File: config.mk
export PLATFORM = sky130hd
export DESIGN_NAME = bash_csr_bank
export DESIGN_NICKNAME = d
export VERILOG_FILES = /design/src/rtl/bash_csr_bank.sv
export SDC_FILE = /design/constraint.sdc
export NUM_CORES = 2
export LEC_CHECK = 0
export CAP_MARGIN = 20
export CORE_AREA = 10 10 632 634
export CTS_CLUSTER_SIZE = 14
export DETAILED_ROUTE_END_ITERATION = 10
export DIE_AREA = 0 0 642 644
export SYNTH_ARGS = -nofsm -noshare
export SYNTH_HDL_FRONTEND = slang
export SYNTH_SLANG_ARGS = --single-unit
export TNS_END_PERCENT = 30
File: constraint.sdc
create_clock -name clk_i -period 16.2 [get_ports clk_i]
set_input_delay 1.62 -clock clk_i [delete_from_list [all_inputs] [get_ports clk_i]]
set_output_delay 1.62 -clock clk_i [all_outputs]
set_load 0.005 [all_outputs]
File: src/rtl/bash_csr_bank.sv
//------------------------------------------------------------------------------
// bash_csr_bank: CSR bank for the bash-hash core (X/L/Y/CMD/STATUS/CFG words).
// Optional feature macro: BASH_CSR_IRQ_EN (enables STATUS.irq_en and irq_o).
// Revision: 1.0
//------------------------------------------------------------------------------
`default_nettype none

module bash_csr_bank #(
  parameter int XLEN    = 32,
  parameter int NX      = 32,
  parameter int NY      = 16,
  parameter int ADDRLEN = 8
) (
  input  logic                 clk_i,
  input  logic                 rst_i,
  input  logic                 en_i,
  input  logic [XLEN/8-1:0]    we_i,
  input  logic [ADDRLEN-1:0]   addr_i,
  input  logic [XLEN-1:0]      wrdata_i,
  output logic [XLEN-1:0]      rddata_o,
  output logic                 rdvalid_o,
  input  logic                 active_i,
  input  logic                 rdy_i,
  output logic                 prep_o,
  output logic                 start_o,
  output logic [XLEN-1:0]      l_reg_o,
  output logic [XLEN*NX-1:0]   x_reg_o,
  input  logic [XLEN*NY-1:0]   y_reg_i,
  output logic                 irq_o
);

  localparam int NB = XLEN / 8;
  localparam int C  = NX + NY;
  localparam logic [31:0]     CFG32 = {8'(NY), 8'(NX), 8'(XLEN), 8'h02};
  localparam logic [XLEN-1:0] CFGW  = XLEN'(CFG32);

  typedef enum logic [1:0] {IDLE = 2'd0, BUSY = 2'd1, DONE = 2'd2} state_t;

  state_t          state;
  logic [XLEN-1:0] x_q  [NX];
  logic [XLEN-1:0] ybuf [NY];
  logic [XLEN-1:0] l_q;
  logic            done, err, irq_en, rdy_q;

  logic [31:0]     widx;
  logic            wr, rd, locked, rdy_rise, err_set, st_wr, cmd_ok;
  logic            do_start, do_prep, done_n, err_n, irq_en_n;
  logic [XLEN-1:0] rd_mux;
  logic            unused_addr_bits;

  function automatic logic [XLEN-1:0] merge(input logic [XLEN-1:0] old,
                                            input logic [XLEN-1:0] d,
                                            input logic [NB-1:0]   be);
    merge = old;
    for (int b = 0; b < NB; b++)
      if (be[b]) merge[8*b +: 8] = d[8*b +: 8];
  endfunction

  assign unused_addr_bits = ^addr_i[1:0];
  assign widx   = 32'(addr_i[ADDRLEN-1:2]);
  assign wr     = en_i & (|we_i);
  assign rd     = en_i & ~(|we_i);
  assign locked = (state == BUSY) | active_i;

  // Any write aimed at X, L or CMD while the core owns the state is an error.
  assign err_set  = wr & locked & ((widx < 32'(NX)) | (widx == 32'(C)) | (widx == 32'(C + 1)));
  assign cmd_ok   = wr & ~locked & (widx == 32'(C + 1)) & we_i[0];
  assign do_start = cmd_ok & wrdata_i[1];
  assign do_prep  = cmd_ok & wrdata_i[0];
  assign st_wr    = wr & (widx == 32'(C + 2)) & we_i[0];
  assign rdy_rise = rdy_i & ~rdy_q & (state == BUSY);

  // Set events are applied last so they win over a same-cycle clear.
  always_comb begin
    done_n = done;
    if (st_wr && wrdata_i[0]) done_n = 1'b0;
    if (do_start)             done_n = 1'b0;
    if (rdy_rise)             done_n = 1'b1;
    err_n = err;
    if (st_wr && wrdata_i[2]) err_n = 1'b0;
    if (err_set)              err_n = 1'b1;
`ifdef BASH_CSR_IRQ_EN
    irq_en_n = irq_en;
    if (st_wr) irq_en_n = wrdata_i[3];
`else
    irq_en_n = 1'b0;
`endif
  end

  always_comb begin
    rd_mux = '0;
    for (int i = 0; i < NX; i++)
      if (widx == 32'(i)) rd_mux = x_q[i];
    for (int i = 0; i < NY; i++)
      if (widx == 32'(NX + i)) rd_mux = ybuf[i];
    if (widx == 32'(C))     rd_mux = l_q;
    if (widx == 32'(C + 2)) rd_mux = XLEN'({state == BUSY, irq_en, err, active_i, done});
    if (widx == 32'(C + 3)) rd_mux = CFGW;
  end

  always_ff @(posedge clk_i) begin
    if (rst_i) begin
      state     <= IDLE;
      l_q       <= '0;
      done      <= 1'b0;
      err       <= 1'b0;
      irq_en    <= 1'b0;
      rdy_q     <= 1'b0;
      prep_o    <= 1'b0;
      start_o   <= 1'b0;
      rddata_o  <= '0;
      rdvalid_o <= 1'b0;
      irq_o     <= 1'b0;
      for (int i = 0; i < NX; i++) x_q[i]  <= '0;
      for (int i = 0; i < NY; i++) ybuf[i] <= '0;
    end else begin
      if (do_start)      state <= BUSY;
      else if (rdy_rise) state <= DONE;
      rdy_q <= rdy_i;
      if (rdy_rise)
        for (int i = 0; i < NY; i++) ybuf[i] <= y_reg_i[i*XLEN +: XLEN];
      if (wr && !locked) begin
        for (int i = 0; i < NX; i++)
          if (widx == 32'(i)) x_q[i] <= merge(x_q[i], wrdata_i, we_i);
        if (widx == 32'(C)) l_q <= merge(l_q, wrdata_i, we_i);
      end
      done      <= done_n;
      err       <= err_n;
      irq_en    <= irq_en_n;
      irq_o     <= done_n & irq_en_n;
      prep_o    <= do_prep;
      start_o   <= do_start;
      rdvalid_o <= rd;
      rddata_o  <= rd ? rd_mux : '0;
    end
  end

  generate
    for (genvar gi = 0; gi < NX; gi++) begin : g_xout
      assign x_reg_o[gi*XLEN +: XLEN] = x_q[gi];
    end
  endgenerate

  assign l_reg_o = l_q;

endmodule

`default_nettype wire

cell_classes.png
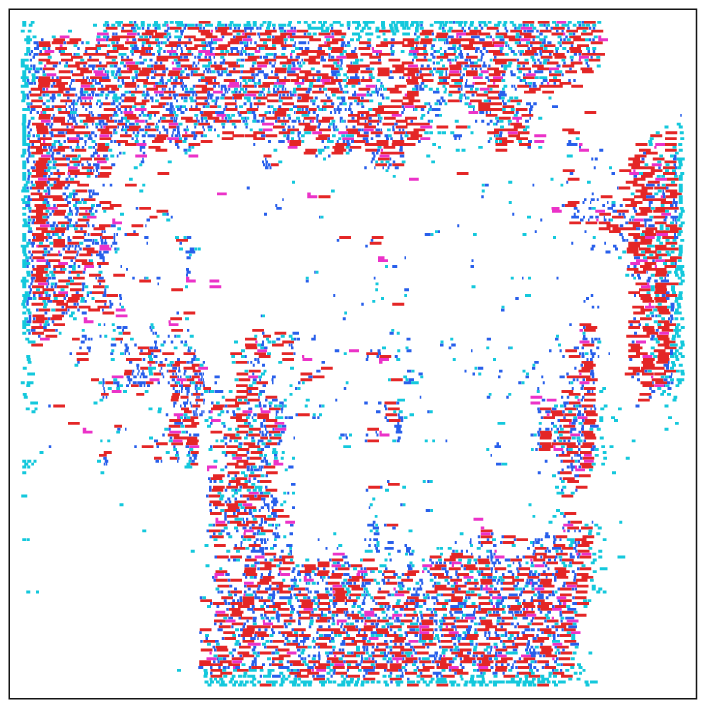
Key: red = flip-flops [cells 1608]; blue = all other logic [cells 3285]; magenta = clock drivers and dummy loads [cells 350]; cyan = other buffers and delay cells [cells 1995]
flop share of the area: 47.03%
row cnt: 229
core footprint: 0.3871 sq mm
Finished Cell Area: 0.1011 sq mm

pins.png
Pins as bars across the die edge, other pins in grey.
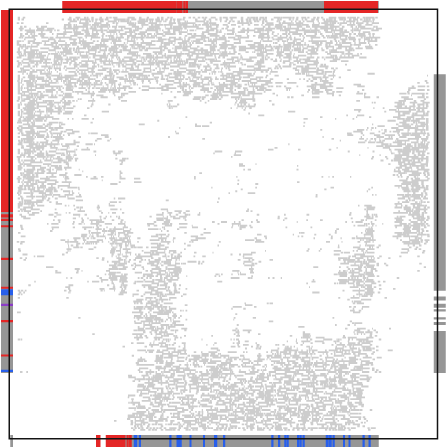
Key: blue = wrdata_i [pins 32, direction input, edge 27 bottom, 5 left]; purple = rdy_i [pins 1, direction input, edge left]; red = y_reg_i [pins 512, direction input, edge 252 top, 229 left, 31 bottom]
Die Width: 642 microns
# port buffers: 1649

==> results_slide.txt <==
Implementation Results

Routing
  • Post-route ant nets: 0
  • DRT iter0 DRCs: 10800
  • Met1 wire length: 213200 microns
  • Metal2 WL: about 260000 microns
  • Vias per Instance: around 5.0
  • Total wire length: 593800 microns
  • Vias: 62560
  • Met3 Wirelength: 85080 microns
  • Drc violations: 0
  • WL/cell: 47.37 microns
  • Top routing layer in use: met5
  • DR pass1 iterations: 8

Pwr
  • Reg power frac: 45.9%
  • Comb power frac: a little over an eighth
  • Flop+latch power: a little over 5 mW
  • Sw Share: 28.34%
  • Switching power: 3.105 mW
  • Maximum VDD drop: 92.93 uV
  • Top power group: sequential cells
  • P_comb: 1.42 mW
  • Int Power: 7.852 mW
  • Pleak: about 35 nW
  • P_clk: 4.50 mW
  • Clock share of power: 41.1%
  • Pwr Density: ~110 mW/mm^2

Run
  • Max_cap viols: 0
  • Tool Warnings: 44

Synthesis
  • Synthesized cell area: approximately 0.070 sq mm
  • Yosys Warn Count: 0
  • Aoi share: 12.35%
  • Synth Seq Share: 67.57%
  • Floorplan Nets: roughly 5900
  • Main synth FF type: edfxtp_1
  • XOR Share, Synth: 0%
  • Adder Area Share: 0%
  • Ys async rst share: 0%
  • Yosys simple share: 15.18%
  • #FFs+latches synth: 1608
  • Cells after Synth: around 5300
  • Synth Area per Inst: 13.17 sq um
  • Post-synthesis cell type count: 84
  • Area fraction in mux cells: 2.094%
  • Yosys stat cell total: 5344
  • Area reported by Yosys stat: 0.07039 sq mm
  • Post-synth EDFFs: ~1500
  • Logic family by area: simple AND/OR/NAND/NOR gates

Floorplanning
  • Initial Util: 18.19%
  • N_taps: 5197
  • DIE AREA: 0.4134 sq mm
  • Io pins: 1653

CTS
  • Max clock buf depth: 4
  • Setup bufs post-CTS: 0
  • Post_cts resized: 0
  • Root Driver: clkbuf_16
  • Clock Sinks: 1608
  • H-tree depth: 4
  • Latency at later pin: 0.96 ns
  • Reg clk slew, reported paths: ~0.07 ns
  • TritonCTS clock tree: built
  • CTS Buf Count: 192
  • Hold bufs inserted after CTS: 0

Worst setup path
  • CP required: 17.05 ns
  • Crit path launch type: input pin
  • CP arrival: 7.23 ns
  • Setup crit end kind: flip-flop
  • Critical setup path kind: input pin to flip-flop
  • CP max FO: 31

Placed design
  • Hpwl dp: 473400 microns
  • Global placement routability congestion: 0.9880
  • Post-place instance area: 0.09450 sq mm

Final timing
  • Final hold violations: 0
  • Clock skew: 0.1434 ns
  • Setup TNS: 0 ns
  • Fin crit period: roughly 6.4 ns
  • RSZ-0062 raised after global routing: no
  • Max Clk Rate: 0.1568 GHz
  • Max Slew Vio Count: 0
  • Tcrit/Tclk final: slightly below 40%
  • Worst slew pin tran: 1.443 ns
  • Final setup violation count: 0
  • Slew margin rel.: 3.804%

Final layout
  • Clk_buf instances: 228
  • Top class by area: flip-flops and latches
  • Share of layout cells above drive strength 1: 11.29%
  • Flop Count: 1608
  • Multi-input gates: about 3300
  • # diodes: slightly below 100
  • Non-CTS inverters: 5
  • Logic area: 0.02136 sq mm
  • Non-clock buffers: around 2000
  • Area grow syn2layout: 43.69%
  • Comb/total area: 21.11%
  • Clock buffers and inverters, area share: slightly above 6%
  • NumNets Final: 7643
  • Signal buffers share of area: 18.96%
  • Register area: 0.04757 sq mm
  • Top Layout Cells: clkdlybuf4s50_1 (1639), edfxtp_1 (1536), and2_1 (901)
  • Most frequent logic cell in the layout: clkdlybuf4s50_1
  • Fillcell total: 40240

Worst hold path
  • Min-delay worst type: flip-flop to flip-flop

Global routing
  • GRT Resource Usage Total: roughly 27%
  • First-pass GRT wire length: between 700000 and 800000 microns
  • Grt peak-use layer: met2
  • Met2 Usage GRT: 42.51%
  • GRT overflow: 0
  • Largest net degree at the start of global routing: 152
  • Met1 global-route usage: a little under a third
  • Initial antenna violation count: 173
  • Vias in the first global route: 58110
  • M3 GR Usage: roughly 13%

Outcome
  • Outcome: complete, no violations
## flip-flops by register name, indices dropped and copies added (netlist names)
register and flops:
rdvalid_o 1, state 2, start_o 1, err 1
prep_o 1, x_q 1024, done 1, ybuf 512
rddata_o 32, rdy_q 1, l_reg_o 32
## critical path: stages
cell and delay (ns):
buf_8 0.36, and2_4 0.38, buf_4 0.40, buf_4 0.60
nand2_2 0.49, buf_4 0.43, nand2_1 0.56, a21oi_1 0.09
o2111ai_1 0.32, a21oi_1 0.33, or4_1 0.93, a21oi_1 0.24
## cells in the mapped netlist (all sizes together), types with 28 or more instances
cell	number	area, sq um
o21bai	57	427.9
a21o	81	608.1
a21oi	249	1246
a221oi	45	394.1
nor2b	232	1451
a222oi	31	310.3
clkbuf	299	1122
edfxtp	1536	46120
mux2i	64	640.6
and3	31	193.9
nor2	232	933.4
and2	902	5643
dfxtp	72	1441
o221ai	40	350.3
o21ai	198	1002
a22oi	183	1374
nand2	256	960.9
buf	152	834.6
o22ai	147	919.6
a31oi	28	175.2
a211oi	28	210.2
nand3	62	310.3
nor3	63	330.3
## through the flow
step	setup WS [ns]	power [mW]	utilization (%)	std cells	hold WS [ns]
floorplan	3.215	5.308	-	5344	0.4180
global placement	8.899	6.513	24.38	12060	0.4310
detailed placement	8.887	6.518	24.41	12070	0.4528
CTS	9.911	10.97	26.03	12420	0.4691
global route	9.849	11.17	26.09	12470	0.4906
finish	9.824	10.96	26.13	12530	0.4652
## final timing paths
check	start	endpoint	slack [ns]	depth (start not counted)
min reg2reg	state[0]	state[0]	0.47	1
max	addr_i[3]	rddata_o[26]	9.82	12
min	state[0]	state[0]	0.47	1
max reg2reg	state[0]	ybuf[0][51]	11.18	7
Power and IR drop assume default switching activity.
